[src/rtl/bolme_birimi_pkg.sv]
// bolme_birimi_pkg
//   Shared definitions for the RV32M divide unit: operation codes, FSM state
//   encoding, the fixed special-case result values and the small helpers
//   used when operands are latched.
package bolme_birimi_pkg;

    // Operation codes as they arrive on islem_i.
    typedef enum logic [1:0] {
        BOL_DIV  = 2'b00,
        BOL_DIVU = 2'b01,
        BOL_REM  = 2'b10,
        BOL_REMU = 2'b11
    } islem_t;

    // Divider FSM state encoding.
    typedef enum logic [1:0] {
        BOL_BOSTA   = 2'b00,
        BOL_HESAPLA = 2'b01,
        BOL_DUZELT  = 2'b10
    } durum_t;

    // Quotient returned for any division by zero.
    localparam logic [31:0] BOL_SIFIR_BOLUM = 32'hFFFF_FFFF;
    // Most negative value: signed-overflow dividend and its quotient.
    localparam logic [31:0] BOL_TASMA       = 32'h8000_0000;
    // Divisor value -1, the other half of the signed-overflow case.
    localparam logic [31:0] BOL_EKSI_BIR    = 32'hFFFF_FFFF;

    // DIV and REM treat their operands as signed; DIVU and REMU do not.
    function automatic logic isaretli(input islem_t islem);
        return ~islem[0];
    endfunction

    // Two's-complement magnitude of a signed 32-bit value. 0x80000000 maps
    // to itself, which is exactly the unsigned magnitude we want.
    function automatic logic [31:0] mutlak(input logic [31:0] deger);
        return deger[31] ? (~deger + 32'd1) : deger;
    endfunction

    // Conditional two's-complement negation.
    function automatic logic [31:0] isaret_uygula(input logic [31:0] deger,
                                                  input logic        negatif);
        return negatif ? (~deger + 32'd1) : deger;
    endfunction

endpackage

[src/rtl/bolme_adimi.sv]
// bolme_adimi
//   One iteration of radix-2 restoring division, purely combinational.
//   The pair {kalan, bolum} is shifted left by one; the divisor is trial-
//   subtracted from the upper half. If the subtraction does not borrow the
//   difference becomes the new partial remainder and the quotient LSB is 1;
//   otherwise the shifted remainder is kept (restore) and the LSB is 0.
//
//   Ports
//     kalan          in   partial remainder (always < bolen)
//     bolum          in   quotient / remaining dividend bits
//     bolen          in   divisor magnitude
//     kalan_sonraki  out  partial remainder after this step
//     bolum_sonraki  out  quotient after this step
module bolme_adimi #(
    parameter int VERI_BIT = 32
) (
    input  logic [VERI_BIT-1:0] kalan,
    input  logic [VERI_BIT-1:0] bolum,
    input  logic [VERI_BIT-1:0] bolen,
    output logic [VERI_BIT-1:0] kalan_sonraki,
    output logic [VERI_BIT-1:0] bolum_sonraki
);

    // One extra bit: the shifted remainder can reach 2*bolen-1, which needs
    // VERI_BIT+1 bits for unsigned divisors near the top of the range, and
    // the MSB of the difference then doubles as the borrow flag.
    logic [VERI_BIT:0] kaydirilmis;
    logic [VERI_BIT:0] fark;

    always_comb begin
        kaydirilmis = {kalan, bolum[VERI_BIT-1]};
        fark        = kaydirilmis - {1'b0, bolen};
        if (fark[VERI_BIT]) begin
            kalan_sonraki = kaydirilmis[VERI_BIT-1:0];
            bolum_sonraki = {bolum[VERI_BIT-2:0], 1'b0};
        end else begin
            kalan_sonraki = fark[VERI_BIT-1:0];
            bolum_sonraki = {bolum[VERI_BIT-2:0], 1'b1};
        end
    end

endmodule

[src/rtl/bolme_birimi.sv]
// bolme_birimi
//   Iterative RV32M divide unit (DIV, DIVU, REM, REMU) for the execute stage.
//   Radix-2 restoring division, one quotient bit per clock over 32 clocks,
//   with single-cycle fast paths for divide-by-zero and signed overflow.
//   All outputs are registered; the pipeline stalls while mesgul_o is high.
//
//   state   | meaning
//   --------+-----------------------------------------------------------
//   BOSTA   | idle, accepts basla_i (unless iptal_i)
//   HESAPLA | 32 restoring iterations, counter 31 down to 0
//   DUZELT  | select quotient/remainder, fix sign, strobe gecerli_o
//
//   Ports
//     clk_i       in   clock, rising edge
//     rst_ni      in   asynchronous active-low reset
//     basla_i     in   start request, sampled only in BOSTA
//     islem_i     in   00 DIV, 01 DIVU, 10 REM, 11 REMU
//     bolunen_i   in   dividend (rs1)
//     bolen_i     in   divisor (rs2)
//     rd_adres_i  in   destination register, latched on accept
//     iptal_i     in   synchronous flush, overrides everything but reset
//     mesgul_o    out  operation in flight (HESAPLA or DUZELT)
//     gecerli_o   out  one-cycle result strobe
//     sonuc_o     out  quotient or remainder, held between results
//     rd_adres_o  out  destination register aligned with gecerli_o
module bolme_birimi
    import bolme_birimi_pkg::*;
#(
    parameter int VERI_BIT  = 32,
    parameter int SAYAC_BIT = 5
) (
    input  logic                clk_i,
    input  logic                rst_ni,
    input  logic                basla_i,
    input  logic [1:0]          islem_i,
    input  logic [VERI_BIT-1:0] bolunen_i,
    input  logic [VERI_BIT-1:0] bolen_i,
    input  logic [4:0]          rd_adres_i,
    input  logic                iptal_i,
    output logic                mesgul_o,
    output logic                gecerli_o,
    output logic [VERI_BIT-1:0] sonuc_o,
    output logic [4:0]          rd_adres_o
);

    durum_t                durum;
    islem_t                islem;
    logic [4:0]            rd_adres;
    logic [SAYAC_BIT-1:0]  sayac;
    logic [VERI_BIT-1:0]   kalan;
    logic [VERI_BIT-1:0]   bolum;
    logic [VERI_BIT-1:0]   bolen;
    logic                  bolum_negatif;
    logic                  kalan_negatif;

    logic [VERI_BIT-1:0]   kalan_sonraki;
    logic [VERI_BIT-1:0]   bolum_sonraki;

    islem_t                yeni_islem;
    logic                  yeni_isaretli;
    logic                  sifira_bolme;
    logic                  tasma;
    logic [VERI_BIT-1:0]   secilen;

    bolme_adimi #(
        .VERI_BIT (VERI_BIT)
    ) u_adim (
        .kalan         (kalan),
        .bolum         (bolum),
        .bolen         (bolen),
        .kalan_sonraki (kalan_sonraki),
        .bolum_sonraki (bolum_sonraki)
    );

    // Fast-path detection looks at the raw request operands at accept time.
    always_comb begin
        yeni_islem    = islem_t'(islem_i);
        yeni_isaretli = isaretli(yeni_islem);
        sifira_bolme  = (bolen_i == '0);
        tasma         = yeni_isaretli && (bolunen_i == BOL_TASMA)
                        && (bolen_i == BOL_EKSI_BIR);
    end

    // Remainder ops take the partial remainder, divide ops the quotient.
    always_comb begin
        if (islem[1]) begin
            secilen = isaret_uygula(kalan, kalan_negatif);
        end else begin
            secilen = isaret_uygula(bolum, bolum_negatif);
        end
    end

    always_ff @(posedge clk_i or negedge rst_ni) begin
        if (!rst_ni) begin
            durum         <= BOL_BOSTA;
            islem         <= BOL_DIV;
            rd_adres      <= '0;
            sayac         <= '0;
            kalan         <= '0;
            bolum         <= '0;
            bolen         <= '0;
            bolum_negatif <= 1'b0;
            kalan_negatif <= 1'b0;
            mesgul_o      <= 1'b0;
            gecerli_o     <= 1'b0;
            sonuc_o       <= '0;
            rd_adres_o    <= '0;
        end else if (iptal_i) begin
            // Flush: drop the operation silently, keep the last result.
            durum     <= BOL_BOSTA;
            sayac     <= '0;
            mesgul_o  <= 1'b0;
            gecerli_o <= 1'b0;
        end else begin
            case (durum)
                BOL_BOSTA: begin
                    gecerli_o <= 1'b0;
                    if (basla_i) begin
                        islem    <= yeni_islem;
                        rd_adres <= rd_adres_i;
                        mesgul_o <= 1'b1;
                        sayac    <= SAYAC_BIT'(VERI_BIT - 1);
                        bolen    <= yeni_isaretli ? mutlak(bolen_i) : bolen_i;
                        if (sifira_bolme) begin
                            // Final values are loaded directly; the raw
                            // dividend is the remainder regardless of sign.
                            bolum         <= BOL_SIFIR_BOLUM;
                            kalan         <= bolunen_i;
                            bolum_negatif <= 1'b0;
                            kalan_negatif <= 1'b0;
                            durum         <= BOL_DUZELT;
                        end else if (tasma) begin
                            bolum         <= BOL_TASMA;
                            kalan         <= '0;
                            bolum_negatif <= 1'b0;
                            kalan_negatif <= 1'b0;
                            durum         <= BOL_DUZELT;
                        end else begin
                            bolum         <= yeni_isaretli ? mutlak(bolunen_i)
                                                           : bolunen_i;
                            kalan         <= '0;
                            bolum_negatif <= yeni_isaretli
                                             && (bolunen_i[VERI_BIT-1]
                                                 ^ bolen_i[VERI_BIT-1]);
                            kalan_negatif <= yeni_isaretli
                                             && bolunen_i[VERI_BIT-1];
                            durum         <= BOL_HESAPLA;
                        end
                    end
                end

                BOL_HESAPLA: begin
                    gecerli_o <= 1'b0;
                    kalan     <= kalan_sonraki;
                    bolum     <= bolum_sonraki;
                    if (sayac == '0) begin
                        durum <= BOL_DUZELT;
                    end else begin
                        sayac <= sayac - SAYAC_BIT'(1);
                    end
                end

                BOL_DUZELT: begin
                    sonuc_o    <= secilen;
                    rd_adres_o <= rd_adres;
                    gecerli_o  <= 1'b1;
                    mesgul_o   <= 1'b0;
                    durum      <= BOL_BOSTA;
                end

                default: begin
                    durum     <= BOL_BOSTA;
                    mesgul_o  <= 1'b0;
                    gecerli_o <= 1'b0;
                end
            endcase
        end
    end

endmodule
[config.mk]
export PLATFORM = sky130hd
export DESIGN_NAME = bolme_birimi
export DESIGN_NICKNAME = d
export VERILOG_FILES = /design/src/rtl/bolme_birimi_pkg.sv /design/src/rtl/bolme_adimi.sv /design/src/rtl/bolme_birimi.sv
export SDC_FILE = /design/constraint.sdc
export NUM_CORES = 1
export LEC_CHECK = 0
export CAP_MARGIN = 10
export CORE_ASPECT_RATIO = 0.8
export CORE_UTILIZATION = 60
export CTS_CLUSTER_SIZE = 24
export DETAILED_ROUTE_END_ITERATION = 7
export HOLD_SLACK_MARGIN = 0.03
export PLACE_DENSITY_LB_ADDON = 0.15
export SETUP_SLACK_MARGIN = 0.5
export SLEW_MARGIN = 25
export SYNTH_ARGS = -nofsm -noshare
export SYNTH_HDL_FRONTEND = slang
export SYNTH_SLANG_ARGS = --single-unit
[constraint.sdc]
create_clock -name clk_i -period 9.5 [get_ports clk_i]
set_input_delay 1.9 -clock clk_i [delete_from_list [all_inputs] [get_ports clk_i]]
set_output_delay 1.9 -clock clk_i [all_outputs]
set_load 0.03 [all_outputs]
Run 1, supply network:
Bar = 50 µm. Pins as bars on the die edge.
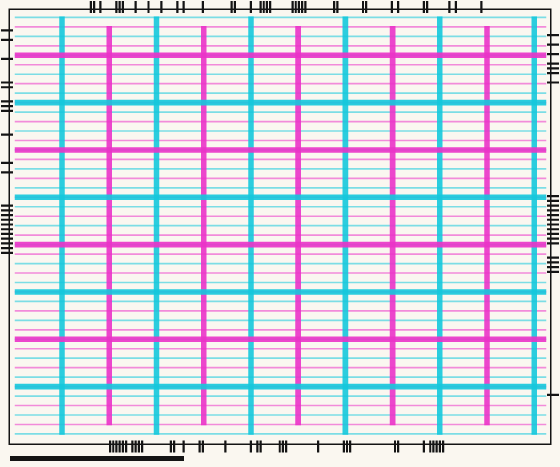
[magenta] VDD
[cyan] VSS
met5 straps: 8
signal pins: 114
met4 straps: 11
met1 rails: 45
rows: 44

Run 1, M3 wires:
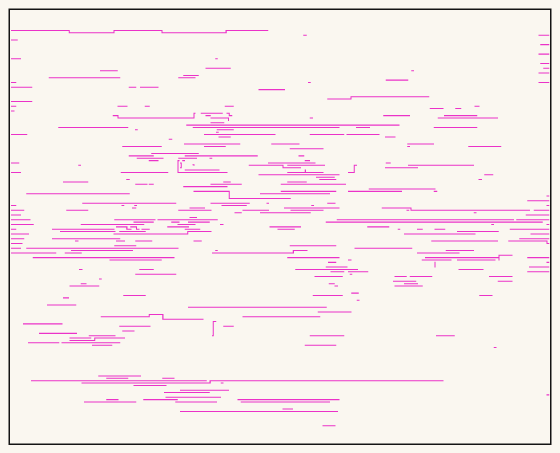
nets with wire on the layer: 182
share of all routed wire: 8.1%
longest straight run: 66.9 µm

==> impl_metrics.env, run 1 <==
# source this file to load flow results
export IMPL_criticalPathCategory="in2reg"
export IMPL_cts_setup_buffers=0
export IMPL_grt_ovfl_total=0
export IMPL_grt_busiest_layer="met2"
export IMPL_drt_iter0_markers=942
export IMPL_p_per_area_nw_per_um2=364.4
export IMPL_postSynth_asyncResetShare_pct=100.0
export IMPL_max_cap_viol_count=0
export IMPL_hold_ws_ps=473.4
export IMPL_yosys_top_cells_count="nand2_1, o21ai_0, dfrtp_1"
export IMPL_rrSetupSlack_ps=5340
export IMPL_cts_resized=0
export IMPL_seq_cell_count=150
export IMPL_design_area_um2=13130
export IMPL_whs_path_depth=2
export IMPL_regArea_um2=3755
export IMPL_p_leak_nw=5.355
export IMPL_pwr_share_clk_pct=13.6
export IMPL_fp_nets=1547
export IMPL_worstReg2RegStart="bolum[31]$_DFFE_PN0P_"
export IMPL_layout_top_cell="nand2_1"
export IMPL_grt_max_degree=84
export IMPL_ys_sh_xor_pct=11.51
export IMPL_clkTransAtPathRegs_ps=70
export IMPL_holdBufCountCts=0
export IMPL_logic_gates=1150
export IMPL_power_top_group="combinational logic"
export IMPL_hold_viol=0
export IMPL_pwr_share_seq_pct=26.5
export IMPL_grt_pass1_wl_mm=53.58
export IMPL_crit_cells=10
export IMPL_fin_worst_skew_ps=8.671
export IMPL_grt_pass1_vias=10530
export IMPL_final_core_util_pct=71.83
export IMPL_crit_path_start="bolen_i[2]"
export IMPL_crit_end="kalan[24]$_DFFE_PN0P_"
export IMPL_chip_area_um2=19320
export IMPL_dp_hpwl_mm=23.39
export IMPL_antenna_found_initial=0
export IMPL_clock_area_share_pct=4.260
export IMPL_comb_share_pct=53.75
export IMPL_start_kind="input pin"
export IMPL_root_buffer="clkbuf_16"
export IMPL_top_logic_kind="AND-OR/OR-AND gates"
export IMPL_avgSynthCellArea_um2=7.864
export IMPL_yosys_stat_area_um2=11260
export IMPL_wl_met3_mm=2.640
export IMPL_outcome="complete, no violations"
export IMPL_switching_share_pct=49.00
Run 1, routed metal, one colour a layer:
Bar = 50 µm. Only two layers are drawn.
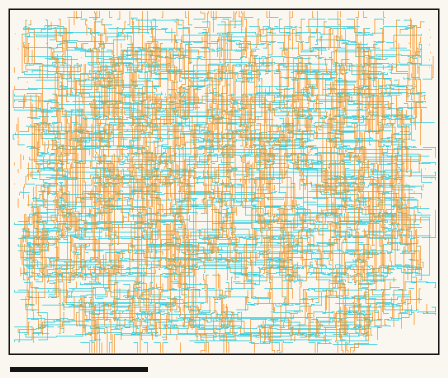
[orange] met2 | wire length: 14700 µm
[cyan] met1 | wire length: 14200 µm

Run 1, the metal 2 layer:
Bar = 50 µm.
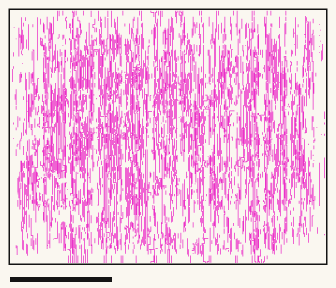
main direction: vertical
nets with wire on the layer: 1334

Run 1, the clock network:
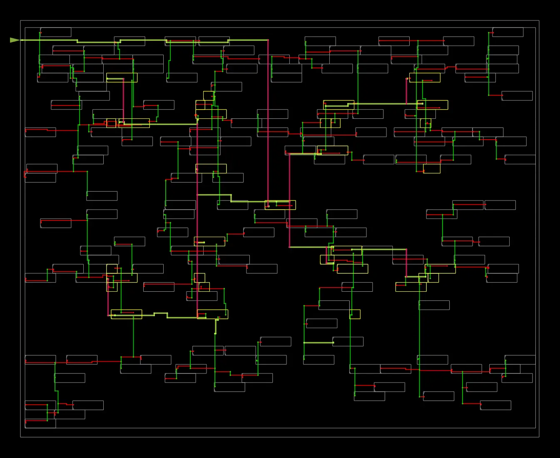

==> inputs of run 2 (changes only) <==
--- a/config.mk
+++ b/config.mk
@@ -7,7 +7,7 @@
 export LEC_CHECK = 0
 export CAP_MARGIN = 10
 export CORE_ASPECT_RATIO = 0.8
-export CORE_UTILIZATION = 60
+export CORE_UTILIZATION = 59
 export CTS_CLUSTER_SIZE = 24
 export DETAILED_ROUTE_END_ITERATION = 7
 export HOLD_SLACK_MARGIN = 0.03
==> constraint.sdc (replaced) <==
create_clock -name clk_i -period 5.5 [get_ports clk_i]
set_input_delay 1.1 -clock clk_i [delete_from_list [all_inputs] [get_ports clk_i]]
set_output_delay 1.1 -clock clk_i [all_outputs]
set_load 0.03 [all_outputs]
Run 2, the clock network:
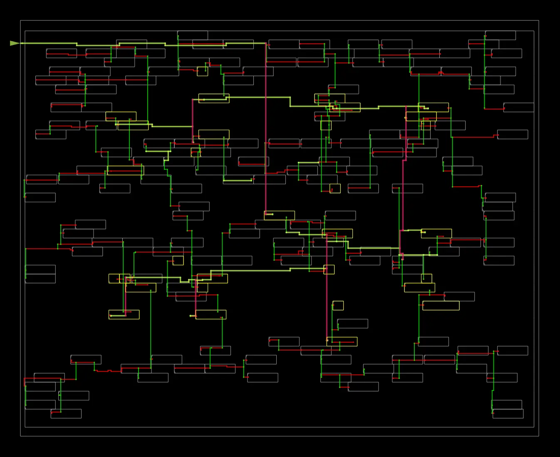
P_clk: 1.20 mW
Setup Skew: 10.03 ps
Sink Count: 150
flop count: 150

Run 2, M3 wires:
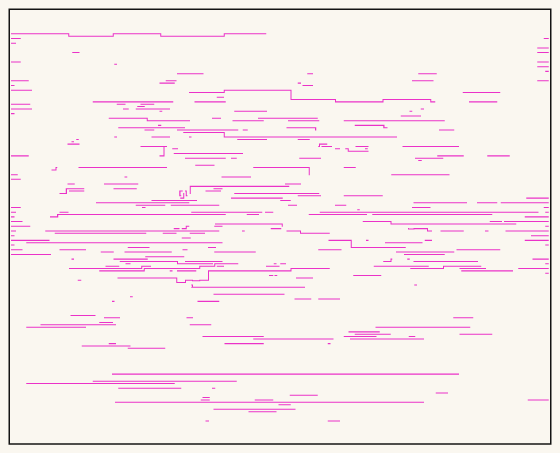
routed wire length: 32.88 mm
detailed-route via count: 11060
met3 usage: 7.626%

==> impl_metrics.env, run 2 <==
# source this file to load flow results
export IMPL_drt_iter0_markers=1166
export IMPL_antenna_found_initial=0
export IMPL_yosys_stat_area_um2=11260
export IMPL_rrSetupSlack_ps=1240
export IMPL_holdBufCountCts=0
export IMPL_grt_pass1_wl_mm=54.05
export IMPL_cts_resized=0
export IMPL_grt_max_degree=83
export IMPL_switching_share_pct=48.50
export IMPL_pwr_share_seq_pct=26.5
export IMPL_fp_nets=1547
export IMPL_postSynth_asyncResetShare_pct=100.0
export IMPL_chip_area_um2=19650
export IMPL_criticalPathCategory="in2reg"
export IMPL_power_top_group="combinational logic"
export IMPL_layout_top_cell="nand2_1"
export IMPL_yosys_top_cells_count="nand2_1, o21ai_0, dfrtp_1"
export IMPL_comb_share_pct=53.55
export IMPL_grt_ovfl_total=0
export IMPL_crit_end="kalan[9]$_DFFE_PN0P_"
export IMPL_ys_sh_xor_pct=11.51
export IMPL_wl_met3_mm=2.633
export IMPL_hold_viol=0
export IMPL_hold_ws_ps=477.6
export IMPL_p_per_area_nw_per_um2=632.7
export IMPL_dp_hpwl_mm=23.58
export IMPL_outcome="complete, no violations"
export IMPL_top_logic_kind="AND-OR/OR-AND gates"
export IMPL_cts_setup_buffers=0
export IMPL_grt_busiest_layer="met2"
export IMPL_clkTransAtPathRegs_ps=70
export IMPL_clock_area_share_pct=4.466
export IMPL_avgSynthCellArea_um2=7.864
export IMPL_pwr_share_clk_pct=14.4
==> inputs of run 3 (changes only) <==
--- a/config.mk
+++ b/config.mk
@@ -13,6 +13,7 @@
 export HOLD_SLACK_MARGIN = 0.03
 export PLACE_DENSITY_LB_ADDON = 0.15
 export SETUP_SLACK_MARGIN = 0.5
+export SKIP_LAST_GASP = 1
 export SLEW_MARGIN = 25
 export SYNTH_ARGS = -nofsm -noshare
 export SYNTH_HDL_FRONTEND = slang
Run 3, supply network:
Bar = 50 µm. Pins as bars on the die edge.
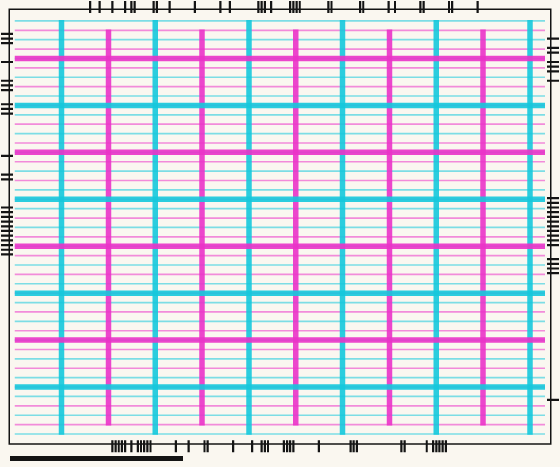
core area: 18390 µm²
die x size: 156.5 µm
VDD IR max: 0.4665 mV
height of the die: 125.6 µm

Run 3, the clock network:
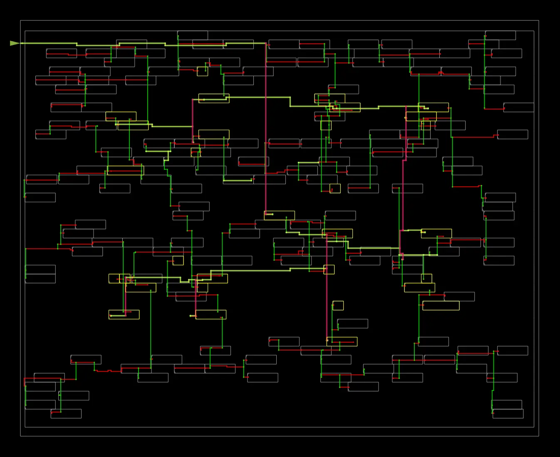
CTS Buf Count: 17
Skew-Pair Late Insertion Delay: 440 ps
CLK BUF: 17

==> impl_metrics.env, run 3 <==
# source this file to load flow results
export IMPL_pwr_share_clk_pct=14.4
export IMPL_outcome="complete, no violations"
export IMPL_crit_end="kalan[9]$_DFFE_PN0P_"
export IMPL_chip_area_um2=19650
export IMPL_wl_met3_mm=2.633
export IMPL_avgSynthCellArea_um2=7.864
export IMPL_rrSetupSlack_ps=1240
export IMPL_power_clock_mw=1.20
export IMPL_ys_sh_xor_pct=11.51
export IMPL_grt_busiest_layer="met2"
export IMPL_criticalPathCategory="in2reg"
export IMPL_grt_pass1_wl_mm=54.05
export IMPL_pwr_share_seq_pct=26.5
export IMPL_cts_resized=0
export IMPL_num_vias=11060
export IMPL_seq_cell_count=150
export IMPL_fin_worst_skew_ps=10.03
export IMPL_dp_hpwl_mm=23.58
export IMPL_yosys_stat_area_um2=11260
export IMPL_yosys_top_cells_count="nand2_1, o21ai_0, dfrtp_1"
export IMPL_met3_usage_pct=7.626
export IMPL_postSynth_asyncResetShare_pct=100.0
export IMPL_top_logic_kind="AND-OR/OR-AND gates"
export IMPL_holdBufCountCts=0
export IMPL_comb_share_pct=53.55
export IMPL_hold_ws_ps=477.6
Power figures rest on the tool's default switching activity, not on a simulated workload.
